$ cat config.mk
export PLATFORM = sky130hd
export DESIGN_NAME = multi_ctrl
export DESIGN_NICKNAME = d
export VERILOG_FILES = /design/src/rtl/multi_ctrl.sv
export SDC_FILE = /design/constraint.sdc
export NUM_CORES = 1
export LEC_CHECK = 0
export ABC_AREA = 1
export ABC_CLOCK_PERIOD_IN_PS = 3200
export CAP_MARGIN = 5
export CORE_MARGIN = 4
export CORE_UTILIZATION = 42
export DETAILED_ROUTE_END_ITERATION = 8
export PLACE_DENSITY = 0.91
export RECOVER_POWER = 100
export SLEW_MARGIN = 20
export SYNTH_ARGS = -nofsm -noshare
export SYNTH_HDL_FRONTEND = slang
export SYNTH_SLANG_ARGS = --single-unit
$ cat constraint.sdc
create_clock -name clk -period 3.2 [get_ports clk]
set_clock_uncertainty 0.1 [all_clocks]
set_input_delay 0.64 -clock clk [delete_from_list [all_inputs] [get_ports clk]]
set_output_delay 0.64 -clock clk [all_outputs]
set_load 0.02 [all_outputs]
$ cat src/rtl/multi_ctrl.sv
// Multicycle MIPS-style control FSM: Moore datapath strobes per state; pcEn/irWrite gated by memReady/zero; addi via MULTI_CTRL_ADDI_EN.
// One state per clk; FETCH, MEMRD and MEMWR stall while memReady=0. Async active-low reset forces FETCH with pcEn/irWrite held low.
module multi_ctrl (
    input  logic       clk,
    input  logic       rst_n,
    input  logic [5:0] opCode,
    input  logic [5:0] funct,
    input  logic       zero,
    input  logic       memReady,
    output logic [3:0] aluCtr,
    output logic       aluSrcA,
    output logic [1:0] aluSrcB,
    output logic [1:0] pcSource,
    output logic       pcEn,
    output logic       iorD,
    output logic       memRead,
    output logic       memWrite,
    output logic       irWrite,
    output logic       regDst,
    output logic       memToReg,
    output logic       regWrite,
    output logic       illegalOp,
    output logic [3:0] state
);

    localparam logic [3:0] S_FETCH  = 4'd0;
    localparam logic [3:0] S_DECODE = 4'd1;
    localparam logic [3:0] S_MEMADR = 4'd2;
    localparam logic [3:0] S_MEMRD  = 4'd3;
    localparam logic [3:0] S_MEMWB  = 4'd4;
    localparam logic [3:0] S_MEMWR  = 4'd5;
    localparam logic [3:0] S_EXEC   = 4'd6;
    localparam logic [3:0] S_RWB    = 4'd7;
    localparam logic [3:0] S_BRANCH = 4'd8;
    localparam logic [3:0] S_JUMP   = 4'd9;
`ifdef MULTI_CTRL_ADDI_EN
    localparam logic [3:0] S_ADDIEX = 4'd10;
    localparam logic [3:0] S_ADDIWB = 4'd11;
`endif

    localparam logic [3:0] ALU_AND = 4'b0000;
    localparam logic [3:0] ALU_OR  = 4'b0001;
    localparam logic [3:0] ALU_ADD = 4'b0010;
    localparam logic [3:0] ALU_SUB = 4'b0110;
    localparam logic [3:0] ALU_SLT = 4'b0111;
    localparam logic [3:0] ALU_NOR = 4'b1100;

    localparam logic [5:0] OP_RTYPE = 6'b000000;
    localparam logic [5:0] OP_LW    = 6'b100011;
    localparam logic [5:0] OP_SW    = 6'b101011;
    localparam logic [5:0] OP_BEQ   = 6'b000100;
    localparam logic [5:0] OP_J     = 6'b000010;
    localparam logic [5:0] OP_ADDI  = 6'b001000;

    localparam logic [5:0] FN_ADD = 6'b100000;
    localparam logic [5:0] FN_SUB = 6'b100010;
    localparam logic [5:0] FN_AND = 6'b100100;
    localparam logic [5:0] FN_OR  = 6'b100101;
    localparam logic [5:0] FN_SLT = 6'b101010;
    localparam logic [5:0] FN_NOR = 6'b100111;

    logic [3:0] r_state;
    logic [3:0] r_alu_ctr;
    logic [3:0] w_next_state;
    logic [3:0] w_decode_next;
    logic       w_op_illegal;
    logic [3:0] w_funct_alu;
    logic       w_funct_ok;

    // R-type function decode; unknown funct falls back to ADD and is flagged.
    always_comb begin
        w_funct_alu = ALU_ADD;
        w_funct_ok  = 1'b1;
        case (funct)
            FN_ADD:  w_funct_alu = ALU_ADD;
            FN_SUB:  w_funct_alu = ALU_SUB;
            FN_AND:  w_funct_alu = ALU_AND;
            FN_OR:   w_funct_alu = ALU_OR;
            FN_SLT:  w_funct_alu = ALU_SLT;
            FN_NOR:  w_funct_alu = ALU_NOR;
            default: begin
                w_funct_alu = ALU_ADD;
                w_funct_ok  = 1'b0;
            end
        endcase
    end

    always_comb begin
        w_decode_next = S_FETCH;
        w_op_illegal  = 1'b0;
        case (opCode)
            OP_LW, OP_SW: w_decode_next = S_MEMADR;
            OP_RTYPE:     w_decode_next = S_EXEC;
            OP_BEQ:       w_decode_next = S_BRANCH;
            OP_J:         w_decode_next = S_JUMP;
`ifdef MULTI_CTRL_ADDI_EN
            OP_ADDI:      w_decode_next = S_ADDIEX;
`else
            OP_ADDI: begin
                w_decode_next = S_FETCH;
                w_op_illegal  = 1'b1;
            end
`endif
            default: begin
                w_decode_next = S_FETCH;
                w_op_illegal  = 1'b1;
            end
        endcase
    end

    always_comb begin
        w_next_state = S_FETCH;
        case (r_state)
            S_FETCH:  w_next_state = memReady ? S_DECODE : S_FETCH;
            S_DECODE: w_next_state = w_decode_next;
            S_MEMADR: w_next_state = (opCode == OP_LW) ? S_MEMRD : S_MEMWR;
            S_MEMRD:  w_next_state = memReady ? S_MEMWB : S_MEMRD;
            S_MEMWB:  w_next_state = S_FETCH;
            S_MEMWR:  w_next_state = memReady ? S_FETCH : S_MEMWR;
            S_EXEC:   w_next_state = w_funct_ok ? S_RWB : S_FETCH;
            S_RWB:    w_next_state = S_FETCH;
            S_BRANCH: w_next_state = S_FETCH;
            S_JUMP:   w_next_state = S_FETCH;
`ifdef MULTI_CTRL_ADDI_EN
            S_ADDIEX: w_next_state = S_ADDIWB;
            S_ADDIWB: w_next_state = S_FETCH;
`endif
            default:  w_next_state = S_FETCH;
        endcase
    end

    always_ff @(posedge clk or negedge rst_n) begin
        if (!rst_n) begin
            r_state <= S_FETCH;
        end else begin
            r_state <= w_next_state;
        end
    end

    // ALU op chosen in EXEC is held so RWB sees the same operation.
    always_ff @(posedge clk or negedge rst_n) begin
        if (!rst_n) begin
            r_alu_ctr <= ALU_ADD;
        end else if (r_state == S_EXEC) begin
            r_alu_ctr <= w_funct_alu;
        end
    end

    always_comb begin
        aluCtr    = ALU_ADD;
        aluSrcA   = 1'b0;
        aluSrcB   = 2'b00;
        pcSource  = 2'b00;
        pcEn      = 1'b0;
        iorD      = 1'b0;
        memRead   = 1'b0;
        memWrite  = 1'b0;
        irWrite   = 1'b0;
        regDst    = 1'b0;
        memToReg  = 1'b0;
        regWrite  = 1'b0;
        illegalOp = 1'b0;
        case (r_state)
            S_FETCH: begin
                memRead = 1'b1;
                aluSrcB = 2'b01;
                // Reset is applied directly so a ready cache cannot load PC/IR while rst_n is low.
                pcEn    = memReady & rst_n;
                irWrite = memReady & rst_n;
            end
            S_DECODE: begin
                aluSrcB   = 2'b11;
                illegalOp = w_op_illegal;
            end
            S_MEMADR: begin
                aluSrcA = 1'b1;
                aluSrcB = 2'b10;
            end
            S_MEMRD: begin
                memRead = 1'b1;
                iorD    = 1'b1;
            end
            S_MEMWB: begin
                regWrite = 1'b1;
                memToReg = 1'b1;
            end
            S_MEMWR: begin
                memWrite = 1'b1;
                iorD     = 1'b1;
            end
            S_EXEC: begin
                aluSrcA   = 1'b1;
                aluCtr    = w_funct_alu;
                illegalOp = ~w_funct_ok;
            end
            S_RWB: begin
                regWrite = 1'b1;
                regDst   = 1'b1;
                aluCtr   = r_alu_ctr;
            end
            S_BRANCH: begin
                aluSrcA  = 1'b1;
                aluCtr   = ALU_SUB;
                pcSource = 2'b01;
                pcEn     = zero;
            end
            S_JUMP: begin
                pcSource = 2'b10;
                pcEn     = 1'b1;
            end
`ifdef MULTI_CTRL_ADDI_EN
            S_ADDIEX: begin
                aluSrcA = 1'b1;
                aluSrcB = 2'b10;
            end
            S_ADDIWB: begin
                regWrite = 1'b1;
            end
`endif
            default: begin
                aluCtr = ALU_ADD;
            end
        endcase
    end

    assign state = r_state;

endmodule

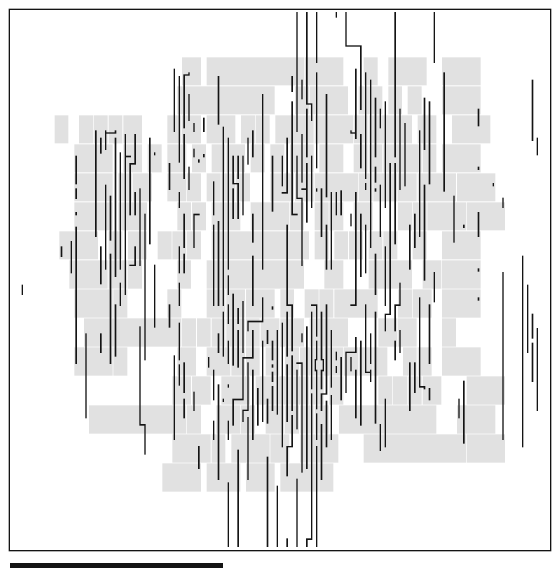
*Met2 routing, run 1*
Bar = 20 microns.
longest straight run = 17.9 microns
wire length on this layer = 1130 microns
nets with wire on the layer = 156
share of all routed wire = 49%

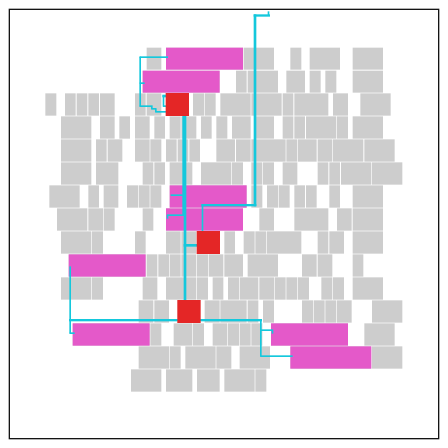
*Routed clock nets over the placement, run 1*
cyan -> clock wires  # length 142 microns
red -> clock-net drivers  # count 3
magenta -> flip-flops  # count 8
routed clock nets = 4

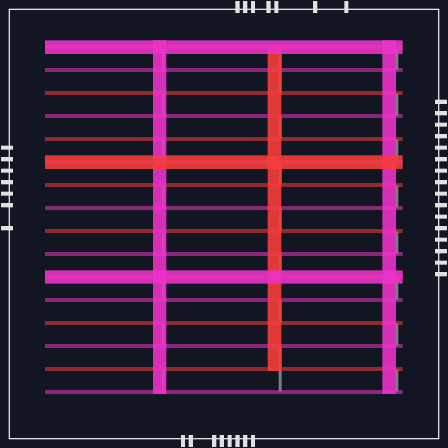
*PDN straps and rails, run 1*
Pins as bars on the die edge. Tap cells in gray.
magenta -> VSS
red -> VDD
met5 straps = 3
rows = 15

==> Slide: Implementation Results, run 1 <==
Synthesis and Place & Route Summary

Run status
  – Status: completed

Worst setup path
  – Start point of the critical path: funct[0]
  – Cell family with most CP delay: buffers and inverters
  – WP data arrival: 2390 ps

Power
  – Pwr top: combinational logic

Final layout
  – Post-Route Utilization: 69.2%
  – Clock-cell share: 2.20%

Synth
  – Syn. warnings: 0
  – Post-Synth AOI/OAI Area: 9.51%
  – Flip-flops with a built-in enable: 0
  – Simple-Gate Area Share: 50.8%
  – Main kind of combinational logic by area: simple AND/OR/NAND/NOR gates

Clocking
  – CTS buffer count: 3
  – Clock buffer depth: 2

GRT
  – Met3 global-route usage: 1.78%
  – Largest net degree at the start of global routing: 9
  – Initial antenna violation count: 0

Floorplanning
  – Die H: 50.6 microns
  – Site row count: 15

STA
  – Final setup violation count: 0

Detailed routing
  – Pre-Repair DR Iteration Count: 4
### Routing congestion map, run 1

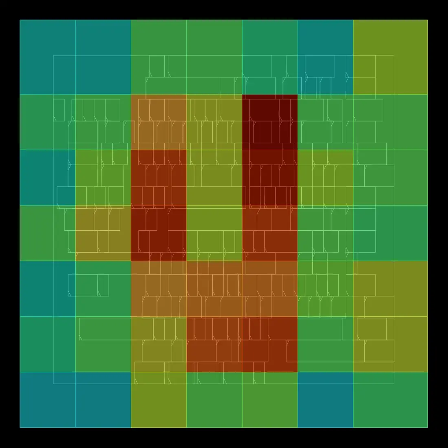

## Run 2: what changed since run 1
ABC_CLOCK_PERIOD_IN_PS = unset   (was 3200)
CORE_UTILIZATION = 36   (was 42)
PLACE_DENSITY = 0.84   (was 0.91)
clock period = 2.65 ns   (was 3.2 ns; I/O delays follow)
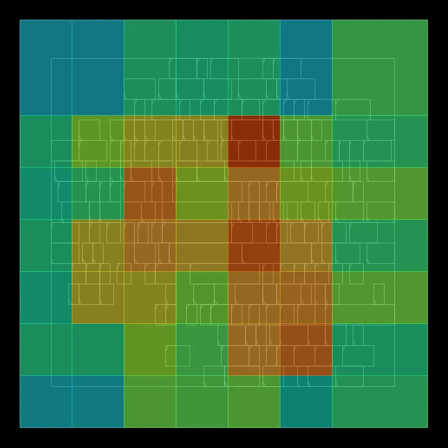
*Routing congestion map, run 2*
GRT Max-Usage Layer: met2
met1 Use GR: 16.8%

==> Slide: Implementation Results, run 2 <==
Synthesis and Place & Route Summary

Run status
  – Status: completed (unchanged)

GRT
  – Met2 Usage GRT: 29.2% (was 35.2%)
  – Vias in the first global route: 833 (was 895)
  – Initial antenna violation count: 0 (unchanged)
  – Met3 global-route usage: 2.77% (was 1.78%)
  – Largest net degree at the start of global routing: 9 (unchanged)

Final layout
  – Registers: 8 (unchanged)
  – Layout cells sized above 1: 16.5% (was 9.25%)
  – Clock-cell share: 2.03% (was 2.20%)
  – Final layout net count: 199 (was 190)
  – Post-Route Utilization: 65.2% (was 69.2%)
  – Most numerous logic cell after layout: clkdlybuf4s50_1 (was nand2_1)
  – Synthesis-to-layout area growth: 69.2% (was 56.6%)
  – Clock buf count: 4 (unchanged)

Clocking
  – CTS buffer count: 3 (unchanged)
  – Post-CTS sizing: 5 (was 1)
  – Clk sinks: 8 (unchanged)
  – Clock buffer depth: 2 (unchanged)
  – Clk Latency, worst-skew pair: 260 ps (about the same)

Floorplanning
  – Site row count: 16 (was 15)
  – Pre-Place Util: 38.5% (was 44.2%)
  – # IOs: 38 (unchanged)
  – Die H: 54.0 microns (was 50.6 microns)

Synth
  – Share of the synthesized area in the top cell type: 23.0% (unchanged)
  – Flip-flops with a built-in enable: 0 (unchanged)
  – Register area share after synthesis: 26.4% (unchanged)
  – Syn. warnings: 0 (unchanged)
  – Net Count, Synth: 146 (unchanged)
  – Simple-Gate Area Share: 50.8% (unchanged)
  – Post-Synth AOI/OAI Area: 9.51% (unchanged)
  – Main kind of combinational logic by area: simple AND/OR/NAND/NOR gates (unchanged)
  – Synth Instances: 130 (unchanged)

Worst setup path
  – Critical Path Slowest Stage Cell: clkdlybuf4s50_1 (unchanged)
  – Start point of the critical path: funct[2] (was funct[0])
  – FF-to-FF path depth: 7 (was 6)
  – WP data arrival: 1920 ps (was 2390 ps)
  – Slowest stage delay, CP: 490 ps (was 650 ps)
  – Cell family with most CP delay: buffers and inverters (unchanged)
  – Flop2flop setup slack: 1340 ps (was 1860 ps)

Power
  – Comb pwr: 0.148 mW (was 0.113 mW)
  – Leakage: 0.715 nW (was 0.680 nW)
  – Combinational share of power: 38.3% (was 36.3%)
  – Pwr top: combinational logic (unchanged)

Detailed routing
  – DR top layer: met4 (unchanged)
  – Pre-Repair DR Iteration Count: 4 (unchanged)

STA
  – Final setup violation count: 0 (unchanged)
  – Final WS setup: 104 ps (was 69.0 ps)

Hold path
  – Hold Path End: r_alu_ctr[1] (unchanged)
  – HP Class: reg2reg (unchanged)

Placed design
  – Placed insts: 205 (was 194)
Power and IR drop assume default switching activity.
